`config.mk`:
```
export PLATFORM = sky130hd
export DESIGN_NAME = uart_cmd_rcv
export DESIGN_NICKNAME = d
export VERILOG_FILES = /design/src/rtl/uart_cmd_pkg.sv /design/src/rtl/uart_rx.sv /design/src/rtl/uart_cmd_rcv.sv
export SDC_FILE = /design/constraint.sdc
export NUM_CORES = 1
export LEC_CHECK = 0
export CAP_MARGIN = 20
export CORE_MARGIN = 2
export CORE_UTILIZATION = 40
export CTS_BUF_LIST = sky130_fd_sc_hd__clkbuf_2 sky130_fd_sc_hd__clkbuf_4 sky130_fd_sc_hd__clkbuf_8
export DETAILED_ROUTE_END_ITERATION = 8
export MAX_ROUTING_LAYER = met4
export PLACE_DENSITY = 0.63
export SLEW_MARGIN = 20
export SYNTH_ARGS = -nofsm -noshare
export SYNTH_HDL_FRONTEND = slang
export SYNTH_SLANG_ARGS = --single-unit
```
`constraint.sdc`:
```
create_clock -name clk -period 2.4 [get_ports clk]
set_input_delay 0.24 -clock clk [delete_from_list [all_inputs] [get_ports clk]]
set_output_delay 0.24 -clock clk [all_outputs]
set_load 0.005 [all_outputs]
```
`src/rtl/uart_cmd_pkg.sv`:
```
// Shared types and constants for the three-byte UART command receiver.
package uart_cmd_pkg;

    localparam int CMD_BYTES = 3;

    typedef enum logic [1:0] {
        WAIT0 = 2'd0,
        WAIT1 = 2'd1,
        WAIT2 = 2'd2,
        HOLD  = 2'd3
    } cmd_state_t;

endpackage

```
`src/rtl/uart_rx.sv`:
```
// 8N1 UART receiver: samples each bit at its midpoint, flags a byte with rdy
// until clr_rdy is seen (a new byte takes priority over the clear).
module uart_rx #(
    parameter int CLKS_PER_BIT = 43
) (
    input  logic       clk,
    input  logic       rst_n,
    input  logic       rx,
    input  logic       clr_rdy,
    output logic [7:0] rx_data,
    output logic       rdy
);

    localparam int BAUD_W = $clog2(CLKS_PER_BIT);
    localparam logic [BAUD_W-1:0] BIT_LAST  = BAUD_W'(CLKS_PER_BIT - 1);
    localparam logic [BAUD_W-1:0] HALF_LAST = BAUD_W'(CLKS_PER_BIT / 2);

    typedef enum logic [1:0] {RX_IDLE, RX_START, RX_DATA, RX_STOP} rx_state_t;

    rx_state_t         state_reg;
    logic [1:0]        sync_reg;
    logic [BAUD_W-1:0] baud_reg;
    logic [2:0]        bit_reg;
    logic [7:0]        shift_reg;
    logic              rx_s;

    assign rx_s = sync_reg[1];

    always_ff @(posedge clk or negedge rst_n) begin
        if (!rst_n) begin
            state_reg <= RX_IDLE;
            sync_reg  <= 2'b11;
            baud_reg  <= '0;
            bit_reg   <= '0;
            shift_reg <= '0;
            rx_data   <= '0;
            rdy       <= 1'b0;
        end else begin
            sync_reg <= {sync_reg[0], rx};
            if (clr_rdy) rdy <= 1'b0;
            case (state_reg)
                RX_IDLE: begin
                    baud_reg <= '0;
                    if (!rx_s) state_reg <= RX_START;
                end
                RX_START: begin
                    // Re-check at mid start bit so glitches do not start a frame
                    if (baud_reg == HALF_LAST) begin
                        baud_reg  <= '0;
                        bit_reg   <= '0;
                        state_reg <= rx_s ? RX_IDLE : RX_DATA;
                    end else begin
                        baud_reg <= baud_reg + BAUD_W'(1);
                    end
                end
                RX_DATA: begin
                    if (baud_reg == BIT_LAST) begin
                        baud_reg  <= '0;
                        shift_reg <= {rx_s, shift_reg[7:1]};
                        if (bit_reg == 3'd7) state_reg <= RX_STOP;
                        else                 bit_reg   <= bit_reg + 3'd1;
                    end else begin
                        baud_reg <= baud_reg + BAUD_W'(1);
                    end
                end
                default: begin
                    if (baud_reg == BIT_LAST) begin
                        baud_reg  <= '0;
                        state_reg <= RX_IDLE;
                        if (rx_s) begin
                            rx_data <= shift_reg;
                            rdy     <= 1'b1;
                        end
                    end else begin
                        baud_reg <= baud_reg + BAUD_W'(1);
                    end
                end
            endcase
        end
    end

endmodule

```
`src/rtl/uart_cmd_rcv.sv`:
```
// Assembles three UART bytes into a 24-bit command, with inter-byte timeout,
// consumer handshake and overrun reporting.
module uart_cmd_rcv
    import uart_cmd_pkg::*;
#(
    parameter int TIMEOUT_CYCLES = 100000
) (
    input  logic        clk,
    input  logic        rst_n,
    input  logic        RX,
    input  logic        clr_cmd_rdy,
    output logic [23:0] cmd,
    output logic        cmd_rdy,
    output logic        timeout_err,
    output logic        overrun
);

    localparam int CNT_W = (TIMEOUT_CYCLES > 1) ? $clog2(TIMEOUT_CYCLES) : 1;
    localparam logic [CNT_W-1:0] CNT_LAST = CNT_W'(TIMEOUT_CYCLES - 1);

    cmd_state_t           state_reg;
    logic [CNT_W-1:0]     count_reg;
    logic [7:0]           rx_data;
    logic                 rx_rdy;
    logic [CMD_BYTES-1:0] byte_load;
    logic [7:0]           cmd_byte_reg [CMD_BYTES];

    // Every byte is consumed in the cycle it is flagged, so rdy never lingers
    uart_rx #(.CLKS_PER_BIT(43)) u_rx (
        .clk     (clk),
        .rst_n   (rst_n),
        .rx      (RX),
        .clr_rdy (rx_rdy),
        .rx_data (rx_data),
        .rdy     (rx_rdy)
    );

    always_comb begin
        byte_load = '0;
        if (rx_rdy) begin
            case (state_reg)
                WAIT0:   byte_load[0] = 1'b1;
                WAIT1:   byte_load[1] = 1'b1;
                WAIT2:   byte_load[2] = 1'b1;
                default: byte_load[0] = clr_cmd_rdy;
            endcase
        end
    end

    for (genvar gi = 0; gi < CMD_BYTES; gi++) begin : g_byte
        always_ff @(posedge clk or negedge rst_n) begin
            if (!rst_n)             cmd_byte_reg[gi] <= '0;
            else if (byte_load[gi]) cmd_byte_reg[gi] <= rx_data;
        end
        assign cmd[8*(CMD_BYTES-1-gi) +: 8] = cmd_byte_reg[gi];
    end

    always_ff @(posedge clk or negedge rst_n) begin
        if (!rst_n) begin
            state_reg   <= WAIT0;
            count_reg   <= '0;
            cmd_rdy     <= 1'b0;
            timeout_err <= 1'b0;
            overrun     <= 1'b0;
        end else begin
            timeout_err <= 1'b0;
            overrun     <= 1'b0;
            case (state_reg)
                WAIT0: begin
                    count_reg <= '0;
                    if (rx_rdy) state_reg <= WAIT1;
                end
                WAIT1, WAIT2: begin
                    // A byte arriving on the last allowed cycle still wins
                    if (rx_rdy) begin
                        count_reg <= '0;
                        if (state_reg == WAIT1) begin
                            state_reg <= WAIT2;
                        end else begin
                            state_reg <= HOLD;
                            cmd_rdy   <= 1'b1;
                        end
                    end else if (count_reg == CNT_LAST) begin
                        count_reg   <= '0;
                        state_reg   <= WAIT0;
                        timeout_err <= 1'b1;
                    end else begin
                        count_reg <= count_reg + CNT_W'(1);
                    end
                end
                default: begin
                    count_reg <= '0;
                    if (clr_cmd_rdy) begin
                        cmd_rdy   <= 1'b0;
                        state_reg <= rx_rdy ? WAIT1 : WAIT0;
                    end else if (rx_rdy) begin
                        overrun <= 1'b1;
                    end
                end
            endcase
        end
    end

endmodule

```
**The clock network**

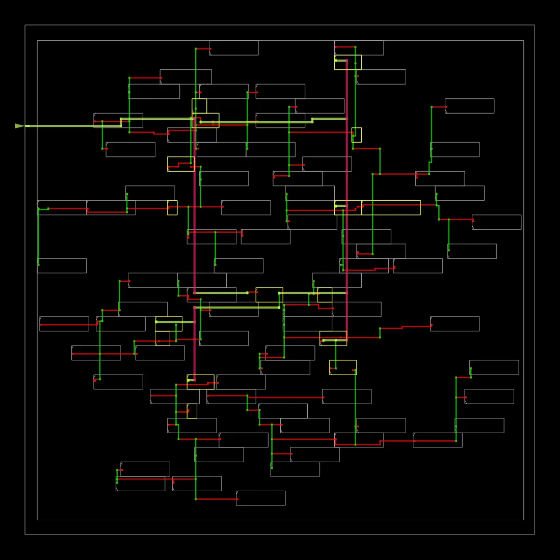
total clock sinks: 76
final-layout clock buffer total: 11

==> Changelog: implementation <==
## Implementation

- Global route overflow: 0
- WL/cell: ~14 um
- Clk_skew: ~0.010 ns
- P_clk: approximately 0.95 mW
- Critical Path Fanout Max: 8
- Yosys adder share: 0.03744
- Met2 wire length: approximately 2800 um
- Critical Path End: cmd[20]$_DFFE_PN0P_
- CP delay by family, top: multiplexers
- # resized after CTS: 0
- Comb area leader: multiplexers
- WP depth: 5
- Status: finished clean
- RSZ-0062 raised after global routing: false
- Number of CTS-inserted buffers: 9
- H-tree depth: 3
- Max incr delay on CP: approximately 0.44 ns
- Commonest flop: dfrtp_1
- WL met1: roughly 2800 um
- Ys flops: roughly 76
- Sequential power share: 0.508
- Hold path endpoint: u_rx.sync_reg[0]$_DFF_PN1_
- Cell depth of the worst hold path: 1
- Setup crit start kind: register
- DR top layer: met4
- CP bufs+invs: 1
- Slew headroom: 0.6303
- Chip area: around 9100 sq um
- Proportion of layout cells with a drive suffix above 1: 0.2395
- CP startpoint: state_reg[0]$_DFFE_PN0P_
- Ys cells: about 270
- Rows: 33
- Routability cong.: 0.7983
- Compound-Gate Fraction of Synth Area: 0.04343
- Setup TNS: 0 ns
- Fillers: 757
- Total track usage: 0.1498
- Clock Power Share: 0.338
- CP Data Arrival Time: 2.13 ns
- Routed WL: about 5900 um
- Least-Margin Pin Slew: ~0.55 ns
- XOR-XNOR Cells, Area Fraction: 0.03931
- Hold wc startpoint: RX
- # DRC: 0
- Crit-path cells: inv_1 -> ha_1 -> mux2_2 -> nand2_1 -> mux2_2
- Worst hold slack: 0.3052 ns
- Die y size: roughly 95 um
- AND/OR/NAND/NOR Cells, Area Fraction: 0.1367
- Pint: a little over 2 mW
- Yosys warns: 0
- Comb power frac: 0.154
- First-iteration detailed-routing DRC count: slightly below 80
- Cell Type Count: roughly 45
- Met1 usage: 0.1921
- Leak Pwr: about 1.9 nW
- Top area contributor share: 0.5541
- Area Overhead vs Synth: 18.83%
- Post-DP HPWL: 4083 um
- Switching share of power: 0.2808
- P per Cell Area: between 700 and 800 nW/um^2
- Ports: 31
- Count of input and output buffers: 30
- Synth top cells by count: 74 x dfrtp_1, 41 x mux2_2, 22 x nor2_1
- Clock slew at reported path FFs: approximately 0.08 ns
- Non-filler cells in the finished layout: 414
- Most Used Layer, Global Route: met2
- P_sw: 0.7894 mW
- VDD IR-drop max: roughly 0.00032 V
- Top cells by area: dfrtp_1 55%, mux2_2 14%, ha_1 3.7%
- Routing usage on met2: 0.2212
- Largest register FFs: 24
- Seq. pwr: approximately 1.4 mW
- Worst-Skew Late Latency: about 0.34 ns
- F_max: 525.4 MHz
- Total Power: around 2.8 mW
- Final ANT Viol Nets: 0
- Comb. pwr: roughly 0.43 mW
- Final period utilization: 0.7931
- Core Area: around 8200 sq um
- Mapped Cells: ~270
- Avg Synthesized Cell Area: roughly 13 sq um
- Largest net degree at the start of global routing: approximately 45
- Reg2reg end: cmd[20]$_DFFE_PN0P_
- Global-route track usage on met3: 0.04269
- Vias in the first global route: 2039
- # setup viols final: 0
- Post-synth ARST share: 1.000
- Top pwr grp: sequential cells
- Most numerous logic cells after layout: 74 x dfrtp_1, 41 x mux2_2, 29 x clkdlybuf4s50_1, 22 x nor2_1, 13 x nand2_1
**Signal wires on met4**

Cells faint in the background.
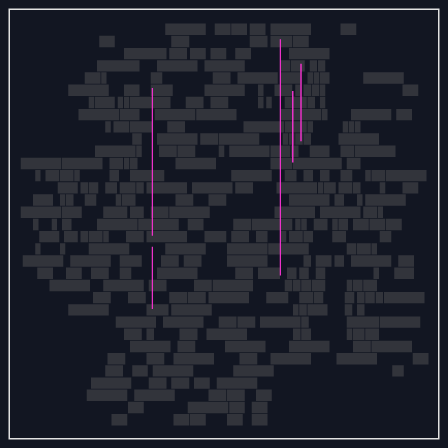
longest straight run = 52.4 um
wire length on this layer = 131 um
share of all routed wire = 2.2%
main direction = vertical

## area by class of cell
| cell class | count | area [sq um] | area share |
|---|---|---|---|
| clock buffers | 11 | 138.9 | 0.03497 |
| clock inverters | 5 | 52.55 | 0.01323 |
| inverters | 11 | 41.29 | 0.01040 |
| multi-input cells | 172 | 1360 | 0.3425 |
| flip-flops and latches | 76 | 1904 | 0.4795 |
| well taps | 105 | 131.4 | 0.03308 |
| repair buffers | 34 | 342.8 | 0.08633 |
## metrics by stage
stage               area (sq um)  setup slack [ns]
floorplan                   3342            0.7024
CTS                         3971            0.4859
detailed placement          3770            0.4977
global placement            3770            0.5465
global route                3971            0.3214
finish                      3971            0.4965
## what timing repair did
item	in CTS	in global routing
hold buffers	1	0
setup buffers	0	0
setup endpoints to repair	0	0
hold endpoints to repair	43	0
Power figures rest on the tool's default switching activity, not on a simulated workload.
